**src/rtl/avmm_cmd_master.sv**
```systemverilog
// rtl/avmm_cmd_master.sv - Avalon-MM burst command master with stall timeout
// Turns one command into a read or write burst; writes pace one beat per two cycles.
module avmm_cmd_master #(
  parameter int AW        = 12,
  parameter int DW        = 32,
  parameter int BCW       = 5,
  parameter int TO_CYCLES = 255
) (
  input  logic            clk,
  input  logic            reset,
  input  logic            cmd_valid,
  output logic            cmd_ready,
  input  logic            cmd_write,
  input  logic [AW-1:0]   cmd_addr,
  input  logic [BCW-1:0]  cmd_len,
  input  logic [DW/8-1:0] cmd_byteenable,
  input  logic [DW-1:0]   wr_data,
  input  logic            wr_valid,
  output logic            wr_ready,
  output logic [DW-1:0]   rd_data,
  output logic            rd_valid,
  output logic            done,
  output logic            err_timeout,
  output logic            busy,
  output logic [AW-1:0]   avm_address,
  output logic            avm_read,
  output logic            avm_write,
  output logic [BCW-1:0]  avm_burstcount,
  output logic [DW-1:0]   avm_writedata,
  output logic [DW/8-1:0] avm_byteenable,
  input  logic            avm_waitrequest,
  input  logic [DW-1:0]   avm_readdata,
  input  logic            avm_readdatavalid
);

  typedef enum logic [1:0] {IDLE, WRITE, READ_REQ, READ_DATA} state_t;

  localparam int             TW        = $clog2(TO_CYCLES + 1);
  localparam logic [BCW-1:0] MAX_BURST = BCW'(16);
  localparam logic [TW-1:0]  TO_LAST   = TW'(TO_CYCLES - 1);

  state_t         state, state_nxt;
  logic [BCW-1:0] remaining;
  logic [BCW-1:0] len_eff;
  logic [TW-1:0]  to_cnt;
  logic           finishing, accept, wr_beat, rd_accept, rd_beat, to_count, to_hit;

  always_comb begin
    if (cmd_len == '0)
      len_eff = BCW'(1);
    else if (cmd_len > MAX_BURST)
      len_eff = MAX_BURST;
    else
      len_eff = cmd_len;
  end

  // A done/err pulse keeps the FSM out of IDLE for that cycle so no command overlaps it.
  assign finishing = done | err_timeout;
  assign accept    = cmd_valid & cmd_ready;
  assign wr_beat   = (state == WRITE) & avm_write & ~avm_waitrequest;
  assign rd_accept = (state == READ_REQ) & avm_read & ~avm_waitrequest;
  assign rd_beat   = (state == READ_DATA) & ~finishing & avm_readdatavalid;
  assign to_count  = ~finishing &
                     (((state == WRITE) & avm_write & avm_waitrequest) |
                      ((state == READ_REQ) & ~rd_accept) |
                      ((state == READ_DATA) & ~avm_readdatavalid));
  assign to_hit    = to_count & (to_cnt == TO_LAST);

  always_ff @(posedge clk) begin
    if (reset)
      state <= IDLE;
    else
      state <= state_nxt;
  end

  always_comb begin
    state_nxt = state;
    case (state)
      IDLE:      if (accept) state_nxt = cmd_write ? WRITE : READ_REQ;
      WRITE:     if (finishing) state_nxt = IDLE;
      READ_REQ:  if (finishing) state_nxt = IDLE;
                 else if (rd_accept) state_nxt = READ_DATA;
      READ_DATA: if (finishing) state_nxt = IDLE;
      default:   state_nxt = IDLE;
    endcase
  end

  always_comb begin
    busy      = (state != IDLE);
    cmd_ready = (state == IDLE) & ~reset;
    wr_ready  = (state == WRITE) & ~reset & ~finishing & ~avm_write &
                (remaining != '0) & wr_valid;
  end

  always_ff @(posedge clk) begin
    if (reset) begin
      avm_address    <= '0;
      avm_burstcount <= '0;
      avm_byteenable <= '0;
      avm_writedata  <= '0;
      avm_read       <= 1'b0;
      avm_write      <= 1'b0;
      rd_data        <= '0;
      rd_valid       <= 1'b0;
      done           <= 1'b0;
      err_timeout    <= 1'b0;
      remaining      <= '0;
      to_cnt         <= '0;
    end else begin
      rd_valid    <= 1'b0;
      done        <= 1'b0;
      err_timeout <= 1'b0;
      if (accept) begin
        avm_address    <= cmd_addr;
        avm_burstcount <= len_eff;
        avm_byteenable <= cmd_byteenable;
        remaining      <= len_eff;
        avm_read       <= ~cmd_write;
      end
      if (wr_ready) begin
        avm_writedata <= wr_data;
        avm_write     <= 1'b1;
      end
      if (wr_beat) begin
        avm_write <= 1'b0;
        remaining <= remaining - BCW'(1);
        if (remaining == BCW'(1)) done <= 1'b1;
      end
      if (rd_accept) avm_read <= 1'b0;
      if (rd_beat) begin
        rd_data   <= avm_readdata;
        rd_valid  <= 1'b1;
        remaining <= remaining - BCW'(1);
        if (remaining == BCW'(1)) done <= 1'b1;
      end
      if (wr_beat | wr_ready | rd_accept | rd_beat | (state_nxt != state))
        to_cnt <= '0;
      else if (to_count)
        to_cnt <= to_cnt + TW'(1);
      if (to_hit) begin
        avm_read    <= 1'b0;
        avm_write   <= 1'b0;
        err_timeout <= 1'b1;
      end
    end
  end

endmodule

```
**config.mk**
```make
export PLATFORM = sky130hd
export DESIGN_NAME = avmm_cmd_master
export DESIGN_NICKNAME = d
export VERILOG_FILES = /design/src/rtl/avmm_cmd_master.sv
export SDC_FILE = /design/constraint.sdc
export NUM_CORES = 1
export LEC_CHECK = 0
export CORE_UTILIZATION = 42
export CTS_CLUSTER_SIZE = 24
export DETAILED_ROUTE_END_ITERATION = 7
export HOLD_SLACK_MARGIN = 0.1
export PLACE_DENSITY = 0.86
export SLEW_MARGIN = 20
export SYNTH_ARGS = -nofsm -noshare
export SYNTH_HDL_FRONTEND = slang
export SYNTH_SLANG_ARGS = --single-unit
```
**constraint.sdc**
```tcl
create_clock -name clk -period 2.64 [get_ports clk]
set_clock_uncertainty 0.05 [all_clocks]
set_input_delay 0.66 -clock clk [delete_from_list [all_inputs] [get_ports clk]]
set_output_delay 0.66 -clock clk [all_outputs]
set_load 0.05 [all_outputs]
```
==> results.ini <==
[logic_synthesis]
flop_cell = dfxtp_1
top_cell = nand2_1
yosys_warnings = 0
edf_count = 0
largest_area_cell = dfxtp_1
synth_cell_types = 49
yosysTopAreaCellShare = 0.508
syn_inst = 463
netlist_top_cells_count = nand2_1, dfxtp_1, a21oi_1
xor_area_frac = 0
muxShareOfSynthArea = 0.0775
netlist_area_um2 = 4140
synth_area_per_cell_um2 = 8.93
adder_share = 0.0151
ys_cells = 463
topCombFamilyByArea = simple AND/OR/NAND/NOR gates
synth.area.top_cells = dfxtp_1, nand2_1, mux2i_1
synth.cellmix.simpleShare = 0.248
ys_seq_frac = 0.508
synth_chip_area_um2 = 4140
synth_nets = 560
aoi_share = 0.107
synth_flops = 105
ys_async_sr_fraction = 0

[final_timing]
finalHoldViolCount = 0
setup_violations = 0
finalMaxSlewViolations = 0
finalSetupTns_ns = 0
timing.final.crit_period_ns = 2.56
period_used_share = 0.969
relSlewSlack = 0.480
holdWs_ns = 0.406
setup_ws_ns = 0.0822
worst_slew_pin_slew_ns = 0.780
fmax_mhz = 391

[finish]
nNonClkBuffers = 198
clockBufferCount = 9
fillCellCount = 771
regArea_um2 = 2100
nFlopsAndLatches = 105
clock_tree_area_fraction = 0.0280
logic_gate_count = 322
mostFrequentLayoutCell = clkdlybuf4s50_1
area_growth_pct = 52.3
final_net_count = 738
antenna_cells = 0
drive_gt1_frac = 0.0759
sh_comb_area = 0.298
reg_top3 = avm_writedata: 32 flops, rd_data: 32 flops, avm_address: 12 flops
final_cells = 775
logic_area_um2 = 1870
area_dominant_class = sequential cells
inverters = 5
final-nonclk-buf-share = 0.312
layout_top_cells = clkdlybuf4s50_1, nand2_1, dfxtp_1, a21oi_1, nor2_1

[critical_path]
path_cells = inv_1 > ha_1 > nor4b_1 > buf_4 > nor4_4 > buf_4 > buf_12
slowest_delay_ns = 0.37
cp.required_ns = 1.93
slowest_stage = dfxtp_2
worstSetupPathType = reg2out
cpMostUsedCell = buf_4
end_kind = output pin
start_kind = register
worstPathArrival_ns = 1.85
timing.critical_path.buf_inv = 4
crit_fanout = 4
path_delay_family = buffers and inverters

[place]
place_congestion = 0.831
numPlacedInstances = 759
hpwl_um = 8090
io_buffer_count = 184
placed_area_um2 = 6110
place_ws_ns = 0.117

[clocking]
numCtsBuffers = 9
ctsHoldBuffers = 0
post_cts_buffers = 0
postCtsResizedCells = 1
htree_levels = 3
path_clk_slew_ns = 0.10
cts_buffer_depth = 2
cts_tree = built
cts.sinks = 105
root_buffer = clkbuf_8

[grt]
grtUsageMet3 = 0.0607
antenna_found_initial = 0
grt_pass1_wl_um = 17800
grt.total_usage = 0.217
grtUsageMet2 = 0.378
grt_pass1_vias = 3917
busiest_layer = met2
use_met1 = 0.257
grt_max_degree = 79
gr-total-overflow = 0

[die]
pin_count = 185
chip_area_um2 = 10200
fp_util = 0.441
fp.dieH_um = 101
taps = 129
die_width_um = 101

[power_and_ir_drop]
p_seq_frac = 0.540
p_sw_mw = 0.840
clkPwrFrac = 0.301
intPower_mw = 2.20
power-top-group = sequential cells
power_sequential_mw = 1.64
leakagePower_nw = 2.22
p_comb_mw = 0.484
report.power.total_mw = 3.04
switching_share = 0.276
peakVddDrop_mv = 0.281
power_density_nw_per_um2 = 483
comb_power_share = 0.159

[drt]
wl_um = 11000
wl_met1_um = 4500
drtAntennaViolNets = 0
top_layer = met4
wl_met2_um = 5510
vias = 3925
drc_errors = 0
dr_wl_met3_um = 810
wl_per_cell_um = 14.3
drt_iter0_drc = 95
routed_via_density = 5.06
drt_first_pass_iters = 4

[hold_path]
min_path_type = reg2reg

[run_status]
status = complete, no violations

[job]
maxCapViolCount = 0
tool_warnings = 29

path summary, 6_finish.rpt:
path,slack [ns],end,startpoint,cells after the start
max,0.08,wr_ready,remaining[0]$_SDFFE_PP0P_,7
min,0.41,rd_data[17]$_SDFFE_PP0P_,rd_data[17]$_SDFFE_PP0P_,2
max reg2reg,0.56,avm_writedata[15]$_SDFFE_PP0P_,remaining[0]$_SDFFE_PP0P_,9
min reg2reg,0.41,rd_data[17]$_SDFFE_PP0P_,rd_data[17]$_SDFFE_PP0P_,2
cell families after synthesis:
| group | after synthesis |
|---|---|
| AND/OR/NAND/NOR | 213 |
| adder cells (fa/ha/maj) | 5 |
| buffers and inverters | 36 |
| multiplexers | 32 |
| AND-OR/OR-AND | 72 |
| flip-flops | 105 |
==> images/clock_map.png <==
Scale: 6 px per um.
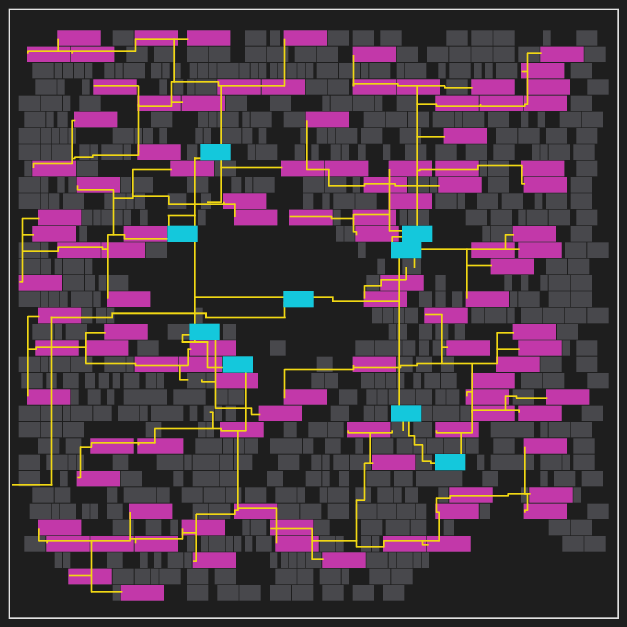
[cyan] cells driving clock nets | count: 9
[magenta] flip-flops | count: 105
[yellow] clock wires | length: 1150 um
routed clock nets	10
Power Clock: 0.917 mW
clk_lat worst skew: 0.36 ns

==> images/cell_classes.png <==
Scale: 4 px per um. Fill, decap, tap and diode cells in gray.
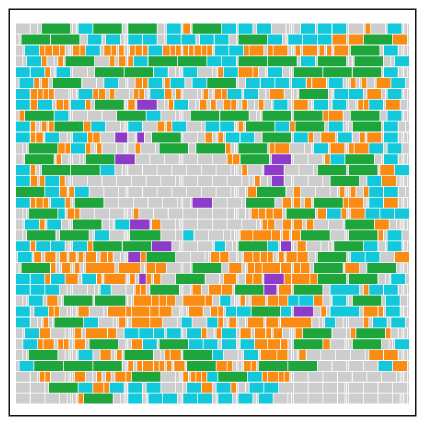
color	class	cells	share of their area
orange	all other logic	327	31%
purple	clock drivers and dummy loads	16	2.9%
cyan	other buffers and delay cells	198	32%
green	flops	105	34%
CORE AREA: 9370 um2
Core Util, Final: 0.672
Design Area, Final: 6300 um2
row count: 35
sequential share of cell area: 0.334

==> images/zoom.png <==
Region (38, 38) to (63, 63) um. Cells in gray, sequential cells in the stronger gray; small squares are vias.
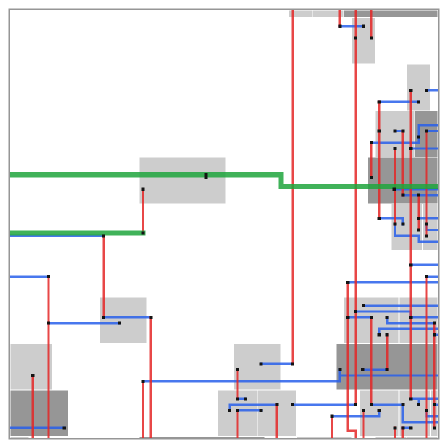
color	layer
blue	met1
green	met3
red	met2
netlist names of flops here include	to_cnt (2)
sequential cells in the window	2
most frequent	nand2_1 (2), buf_4 (2), dfxtp_1 (2)
cells with their middle in the window	14

Power is estimated from default activity; no workload was simulated.
